run_1/gate_families.png
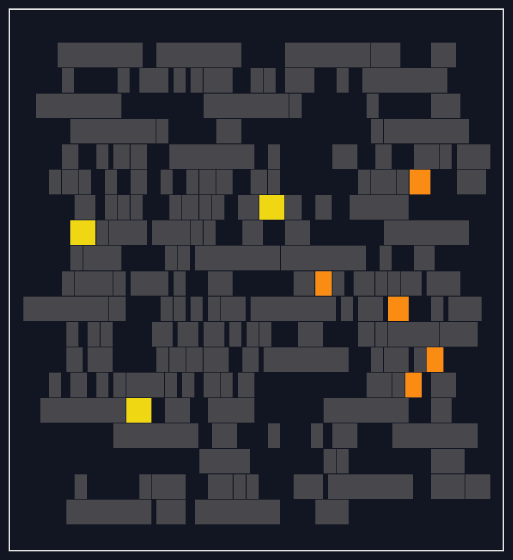
run_1/port_nets.png
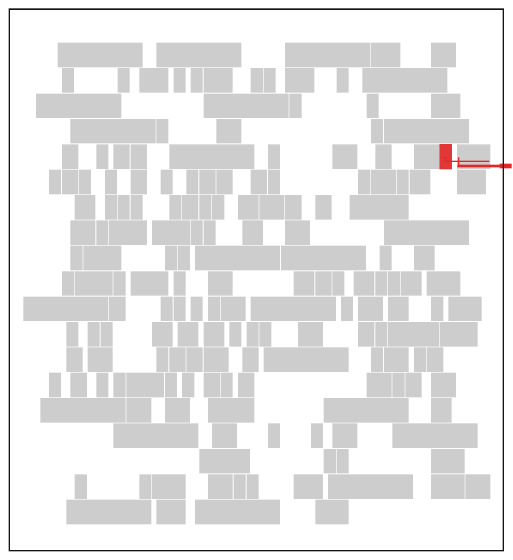
run_1/metal_stack.png
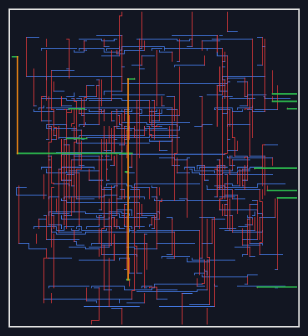
[src/rtl/spike_rate_decoder.sv]
// Windowed spike-rate decoder: counts spikes over WINDOW_CYCLES clocks, presents the count on a valid/ready port.
// Optional SPIKE_ISI_EN adds out_isi_min, the minimum inter-spike interval seen inside each window.
module spike_rate_decoder #(
  parameter int unsigned WINDOW_CYCLES = 16,
  parameter int unsigned COUNT_W       = 8
`ifdef SPIKE_ISI_EN
  ,
  parameter int unsigned ISI_W         = 8
`endif
) (
  input  logic               clk,
  input  logic               rst_n,
  input  logic               spike_in,
  input  logic               enable,
  input  logic               clear,
  output logic [COUNT_W-1:0] out_count,
  output logic               out_valid,
  input  logic               out_ready,
  output logic               overrun
`ifdef SPIKE_ISI_EN
  ,
  output logic [ISI_W-1:0]   out_isi_min
`endif
);

  localparam int unsigned WIN_W = $clog2(WINDOW_CYCLES);

  typedef enum logic [0:0] {IDLE, COUNT} state_t;

  state_t             state_q, state_d;
  logic [WIN_W-1:0]   win_q, win_d;
  logic [COUNT_W-1:0] acc_q, acc_d, acc_inc;
  logic [COUNT_W-1:0] count_d;
  logic               valid_d, overrun_d;
  logic               win_close, res_load;

  // The closing sample is folded in, so the result is the saturated acc including this edge's spike.
  assign acc_inc   = (spike_in && (acc_q != '1)) ? acc_q + COUNT_W'(1) : acc_q;
  assign win_close = enable && (win_q == WIN_W'(WINDOW_CYCLES - 1));
  assign res_load  = win_close && !clear && (!out_valid || out_ready);

  always_comb begin
    state_d   = state_q;
    win_d     = win_q;
    acc_d     = acc_q;
    count_d   = out_count;
    valid_d   = out_valid;
    overrun_d = overrun;

    unique case (state_q)
      IDLE:    if (enable)  state_d = COUNT;
      COUNT:   if (!enable) state_d = IDLE;
      default: state_d = IDLE;
    endcase

    if (clear) begin
      win_d     = '0;
      acc_d     = '0;
      valid_d   = 1'b0;
      overrun_d = 1'b0;
    end else begin
      // Window position and accumulator only advance on enabled edges; otherwise they hold.
      if (enable) begin
        if (win_close) begin
          win_d = '0;
          acc_d = '0;
        end else begin
          win_d = win_q + WIN_W'(1);
          acc_d = acc_inc;
        end
      end

      if (res_load) begin
        count_d = acc_inc;
        valid_d = 1'b1;
      end else if (win_close) begin
        overrun_d = 1'b1;
      end else if (out_valid && out_ready) begin
        valid_d = 1'b0;
      end
    end
  end

  always_ff @(posedge clk or negedge rst_n) begin
    if (!rst_n) begin
      state_q   <= IDLE;
      win_q     <= '0;
      acc_q     <= '0;
      out_count <= '0;
      out_valid <= 1'b0;
      overrun   <= 1'b0;
    end else begin
      state_q   <= state_d;
      win_q     <= win_d;
      acc_q     <= acc_d;
      out_count <= count_d;
      out_valid <= valid_d;
      overrun   <= overrun_d;
    end
  end

`ifdef SPIKE_ISI_EN
  logic [ISI_W-1:0] gap_q, gap_d, gap_inc;
  logic [ISI_W-1:0] isi_q, isi_d, isi_cand;
  logic [ISI_W-1:0] out_isi_d;
  logic             seen_q, seen_d;

  // gap_q counts enabled clocks since the last spike; a spike closes a spacing of gap_q+1.
  always_comb begin
    gap_inc   = (gap_q == '1) ? gap_q : gap_q + ISI_W'(1);
    isi_cand  = isi_q;
    gap_d     = gap_q;
    isi_d     = isi_q;
    seen_d    = seen_q;
    out_isi_d = out_isi_min;

    if (spike_in && seen_q && (gap_inc < isi_q)) isi_cand = gap_inc;

    if (clear) begin
      gap_d  = '0;
      isi_d  = '1;
      seen_d = 1'b0;
    end else if (enable) begin
      if (win_close) begin
        gap_d  = '0;
        isi_d  = '1;
        seen_d = 1'b0;
      end else begin
        gap_d  = spike_in ? '0 : gap_inc;
        isi_d  = isi_cand;
        seen_d = seen_q | spike_in;
      end
      if (res_load) out_isi_d = isi_cand;
    end
  end

  always_ff @(posedge clk or negedge rst_n) begin
    if (!rst_n) begin
      gap_q       <= '0;
      isi_q       <= '1;
      seen_q      <= 1'b0;
      out_isi_min <= '1;
    end else begin
      gap_q       <= gap_d;
      isi_q       <= isi_d;
      seen_q      <= seen_d;
      out_isi_min <= out_isi_d;
    end
  end
`endif

endmodule
[config.mk]
export PLATFORM = sky130hd
export DESIGN_NAME = spike_rate_decoder
export DESIGN_NICKNAME = d
export VERILOG_FILES = /design/src/rtl/spike_rate_decoder.sv
export SDC_FILE = /design/constraint.sdc
export NUM_CORES = 1
export LEC_CHECK = 0
export ABC_AREA = 1
export CAP_MARGIN = 20
export CORE_ASPECT_RATIO = 1.1
export CORE_UTILIZATION = 40
export CTS_CLUSTER_SIZE = 16
export DETAILED_ROUTE_END_ITERATION = 6
export GPL_ROUTABILITY_DRIVEN = 0
export HOLD_SLACK_MARGIN = 0.05
export SYNTH_ARGS = -nofsm -noshare
export SYNTH_HDL_FRONTEND = slang
export SYNTH_SLANG_ARGS = --single-unit
export TNS_END_PERCENT = 10
[constraint.sdc]
create_clock -name clk -period 1.3 [get_ports clk]
set_input_delay 0.26 -clock clk [delete_from_list [all_inputs] [get_ports clk]]
set_output_delay 0.26 -clock clk [all_outputs]
set_load 0.01 [all_outputs]
==> ci_impl_report.md, run 1 <==
### Yosys + OpenROAD results

| Metric | Value |
|---|---|
| Max frequency | between 0.7 and 0.8 GHz |
| Cell chain of the critical path | ha_2 > nand2_4 > nor2_4 > nand2_4 > nand2_2 > nand2_1 > nand3_1 > nand2_1 |
| Drt first-iter violations | 15 |
| Share of final-layout standard cells stronger than drive strength 1 | about a fifth |
| Die height | between 50 and 60 um |
| Maximum capacitance violations | 0 |
| Overflow left after global routing | 0 |
| Buf+Inv Stages, Crit Path | 0 |
| Average size of a mapped cell | between 7 and 8 um2 |
| Crit-path slowest cell | sky130_fd_sc_hd__dfrtp_1 |
| Met2 Routed Length | approximately 1200 um |
| Arrival time at the worst endpoint | roughly 1500 ps |
| Static leakage | 0.864 nW |
| Net count, final | about 190 |
| Total cells reported by yosys after synthesis | 146 |
| Post-route DRC | 0 |
| Critical path capture point type | register |
| Final Max Tran Viols | 0 |
| Crit Path Max Fanout | 5 |
| Cell Area, Synth | around 0.0011 mm2 |
| FP Util | around 44% |
| Synth flops | 22 |
| Hold Path Class | primary input to async pin |
| Outcome | complete, no violations |
| Most instantiated logic cells after routing | sky130_fd_sc_hd__nand2_1, sky130_fd_sc_hd__dfrtp_1, sky130_fd_sc_hd__nand3_1 |
| Latency at later pin | 320 ps |
| Post-CTS Hold Buffers | 0 |
| Final critical-path setup slack | 44.6 ps |
| Via count of the first global-routing pass | around 1000 |
| Number of failing setup endpoints in the final timing report | 0 |
Back to the opening pictures, gate_families.png:
legend:
  AND-OR and OR-AND gates:
    colour: yellow
    cells: 3
  inverting AOI/OAI gates:
    colour: orange
    cells: 5
    where: right middle
most common cell after layout, fill and taps aside: sky130_fd_sc_hd__nand2_1
non-filler cells in the finished layout: 211

Back to the opening pictures, port_nets.png:
legend:
  out_ready:
    colour: red
    direction: input
    edge: right
    end_cells: 1
    buffers: 1
    wire: 10.3 um
number of top-level pins: 16
total of buffers placed on input and output ports: 15

Back to the opening pictures, metal_stack.png:
legend:
  met2:
    colour: red
    wire_length: 1190 um
  met1:
    colour: blue
    wire_length: 1190 um
  met4:
    colour: orange
    wire_length: 54.4 um
  met3:
    colour: green
    wire_length: 63.3 um
detailed-route via count: 1042
total wirelength of the detailed-routed design: 2500 um
Global Route Usage Sum: 19.6%

==> run 1: cells in the mapped netlist <==
library cell,count,area (um2)
sky130_fd_sc_hd__inv_1,13,48.8
sky130_fd_sc_hd__buf_2,1,5.00
sky130_fd_sc_hd__nand4_1,3,18.8
sky130_fd_sc_hd__nand3b_1,2,15.0
sky130_fd_sc_hd__dfrtp_1,22,551
sky130_fd_sc_hd__nor2_2,2,12.5
sky130_fd_sc_hd__nand3_1,20,100
sky130_fd_sc_hd__nor2_1,10,37.5
sky130_fd_sc_hd__nor2_4,1,11.3
sky130_fd_sc_hd__nand2_4,1,11.3
sky130_fd_sc_hd__ha_1,2,25.0
sky130_fd_sc_hd__clkinv_2,1,5.00
sky130_fd_sc_hd__a31oi_1,2,12.5
sky130_fd_sc_hd__nand3_4,1,17.5
sky130_fd_sc_hd__nand2_2,2,12.5
sky130_fd_sc_hd__a21oi_1,3,15.0
sky130_fd_sc_hd__a21o_1,3,22.5
sky130_fd_sc_hd__nand2_1,57,214
==> run 1: metal layers <==
| layer | global-route usage, % | vias up |
|---|---|---|
| met5 | 0 | - |
| met4 | 9.02 | 0 |
| met3 | 2.36 | 5 |
| met2 | 31.5 | 16 |
| met1 | 26.3 | 481 |
| li1 | - | 540 |
==> run 1: layout make-up <==
type	count	area, um2
Clock buffer	4	36.3
Fill cell	258	1080
Inverter	14	56.3
Multi-Input combinational cell	110	579
Sequential cell	22	551
Tap cell	31	38.8
Timing Repair Buffer	30	253
==> run 1: final timing paths <==
kind / end / slack (ps) / cells after the start
setup / recovery: out_count[1] / 40 / 8
hold / removal: out_count[7] / 270 / 2
setup reg to reg: out_count[1] / 40 / 8
hold reg to reg: out_count[6] / 490 / 2
max in group asynchronous: overrun / 810 / 2
min in group clk: out_count[6] / 490 / 2
==> run 1: per-stage QoR <==
step,std cells,utilization [%],area (um2)
3_5_place_dp,204,54.7,1420
2_1_floorplan,146,-,1130
4_1_cts,209,56.6,1470
6_report,211,58.4,1510
3_3_place_gp,204,54.7,1420
5_1_grt,211,58.4,1510
==> run 1: cell families (layout without fill, tap and decap cells) <==
| kind of cell | after synthesis | after routing | share of synthesized area, % |
|---|---|---|---|
| simple gates | 99 | 100 | 39.7 |
| flops | 22 | 22 | 48.5 |
| buf+inv | 15 | 48 | 5.18 |
| compound gates | 8 | 8 | 4.41 |
| fa+ha+maj | 2 | 2 | 2.20 |
==> run 1: sequential cells by signal (all words and copies together) (netlist names) <==
signal     flops
acc_q          8
out_count      8
out_valid      1
overrun        1
win_q          4
==> run 1: power breakdown <==
part / total, mW / switching [mW] / internal [mW]
logic: 0.196 / 0.103 / 0.0930
registers: 0.742 / 0.0257 / 0.717
clock network: 0.391 / 0.219 / 0.171
==> run 1: repair_timing <==
| action | 4_1_cts | 5_1_grt |
|---|---|---|
| resized | 18 | 10 |
| gates cloned | 0 | 1 |
| endpoints found under the setup margin | 26 | 18 |
| setup buffers | 1 | 1 |
| pin swaps | 0 | 7 |
--- run 2 (diff from run 1) ---
--- a/config.mk
+++ b/config.mk
@@ -6,7 +6,7 @@
 export NUM_CORES = 1
 export LEC_CHECK = 0
 export ABC_AREA = 1
-export CAP_MARGIN = 20
+export CAP_MARGIN = 10
 export CORE_ASPECT_RATIO = 1.1
 export CORE_UTILIZATION = 40
 export CTS_CLUSTER_SIZE = 16
run_2/final_clocks.png
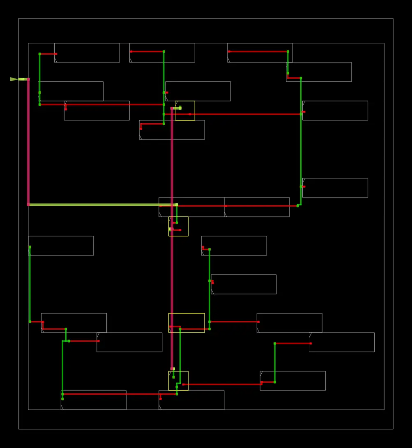
largest clock skew in the final design: 1.04 ps
sequential cells: 22
# clk buffers: 4
Latency at later pin: 320 ps
clock sink count: 22

run_2/port_nets.png
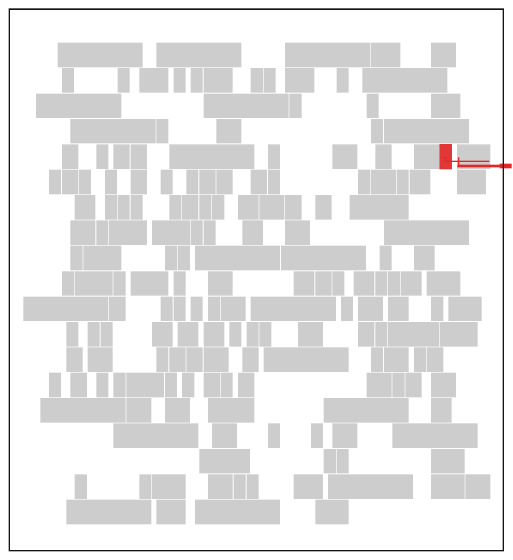
legend:
  out_ready:
    colour: red
    direction: input
    edge: right
    end_cells: 1
    buffers: 1
    wire: 10.3 um

==> ci_impl_report.md, run 2 <==
### Yosys + OpenROAD results

| Metric | Value |
|---|---|
| Drt first-iter violations | 15 (unchanged) |
| Non-filler cells in the finished layout | 211 (unchanged) |
| Post-route cell area | 0.00151 mm2 (unchanged) |
| Critical path capture point | out_count[1] |
| Average size of a mapped cell | 7.77 um2 (unchanged) |
| Top area cell types | sky130_fd_sc_hd__dfrtp_1, sky130_fd_sc_hd__nand2_1, sky130_fd_sc_hd__nand3_1 |
| Via count of the first global-routing pass | 1017 (unchanged) |
| Count of flip-flops with a built-in enable after synthesis | 0 (unchanged) |
| Static leakage | 0.864 nW (unchanged) |
| Share of final-layout standard cells stronger than drive strength 1 | 21.1% (unchanged) |
| Share of power burned in registers | 55.9% (about the same) |
| Maximum capacitance violations | 0 (unchanged) |
| Final Max Tran Viols | 0 (unchanged) |
| Cell chain of the critical path | ha_2 > nand2_4 > nor2_4 > nand2_4 > nand2_2 > nand2_1 > nand3_1 > nand2_1 |
| Top-area cell type share of the netlist area | 48.5% (unchanged) |
| Most common cell after layout, fill and taps aside | sky130_fd_sc_hd__nand2_1 |
| Number of failing setup endpoints in the final timing report | 0 (unchanged) |
| Internal Dissipation | 0.981 mW (unchanged) |
| Slack of the worst reg-to-reg path | 40 ps (about the same) |
| Die height | 57.9 um (unchanged) |
| Crit-path slowest cell | sky130_fd_sc_hd__dfrtp_1 |
| Dominant register cell | sky130_fd_sc_hd__dfrtp_1 |
| Most area-hungry cell type in the Yosys netlist | sky130_fd_sc_hd__dfrtp_1 |
| Total wirelength of the detailed-routed design | 2500 um (unchanged) |
| Detailed-route via count | 1042 (unchanged) |
| Sw frac | 26.2% (unchanged) |
| Async S/R FF share, synth | 100% (unchanged) |
| Post-route DRC | 0 (unchanged) |
| Outcome | complete, no violations |
| Post-CTS Hold Buffers | 0 (unchanged) |
| Global Route Usage Sum | 19.6% (unchanged) |
run_2/clock_map.png
The bar under the picture is 20 um long.
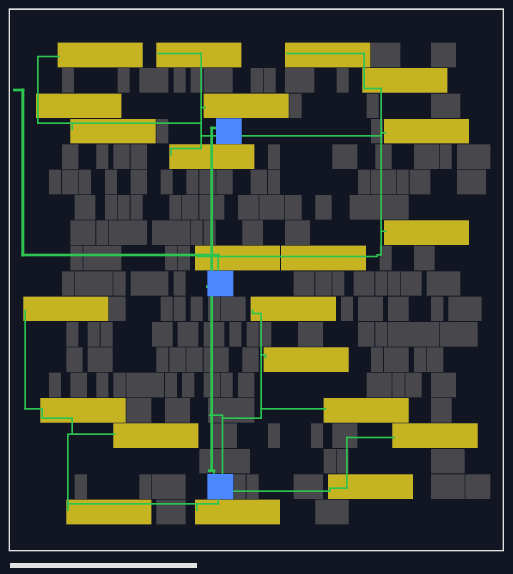
legend:
  clock wires:
    colour: green
    length: 311 um
  cells driving clock nets:
    colour: blue
    count: 3
  flip-flops:
    colour: yellow
    count: 22
flops lie: widely spread
P_clk: 0.391 mW
power share of the clock group: 29.4%

[run 2: cell counts after synthesis]
Identical to the previous run, type by type.
[run 2: layer usage]
layer	wire length, um	global-route usage [%]	part of all wire (%)
met1	1190	26.3	48
met2	1190	31.5	48
met3	63	2.36	2.5
met4	54	9.02	2.2
met5	0	0	0
[run 2: logic make-up (layout without fill, tap and decap cells)]
kind of cell             after synthesis  count (layout)  synth area share [%]
AND-OR/OR-AND                          8               8                  4.41
adder cells (fa/ha/maj)                2               2                  2.20
buffers and inverters                 15              48                  5.18
flip-flops                            22              22                  48.5
AND/OR/NAND/NOR                       99             100                  39.7
[run 2: cell type report]
cell class	count	area, um2
tap	31	38.8
clock buffer	4	36.3
fill	258	1080
timing repair buffer	30	253
multi-input combinational	110	579
inverter	14	56.3
sequential	22	551
[run 2: timing repair]
action                     in CTS  in global routing
resized                        18                 10
pin swaps                       0                  7
setup endpoints to repair      26                 18
buffers inserted                1                  1
gates cloned                    0                  1
[run 2: per-stage QoR]
stage | hold WS, ps | util (%)
3_3_place_gp | 462 | 54.7
4_1_cts | 273 | 56.6
6_report | 271 | 58.4
2_1_floorplan | -35.6 | -
3_5_place_dp | 465 | 54.7
5_1_grt | 319 | 58.4
[run 2: worst min path at each step]
stage,start,end,cells past startpoint
3_5_place_dp,out_count[5],out_count[5],2
2_1_floorplan,rst_n,acc_q[0],0
3_3_place_gp,out_count[1],out_count[1],2
6_report,rst_n,out_count[7],2
4_1_cts,rst_n,win_q[3],2
5_1_grt,rst_n,out_count[1],2
[run 2: worst max-delay path: cells and delay by family (launching register included)]
family	cells	cell delay, ps
adders and majority gates	1	220
and+or+nand+nor	7	550
DFF	1	390
[run 2: power groups by stage]
stage	Clock [mW]	Combinational, mW	Sequential, mW
after floorplan	0	0.0858	0.753
after global placement	0	0.172	0.754
after detailed placement	0	0.176	0.754
after CTS	0.411	0.181	0.742
after global routing	0.425	0.225	0.745
final	0.391	0.196	0.742
Power is estimated from default activity; no workload was simulated.
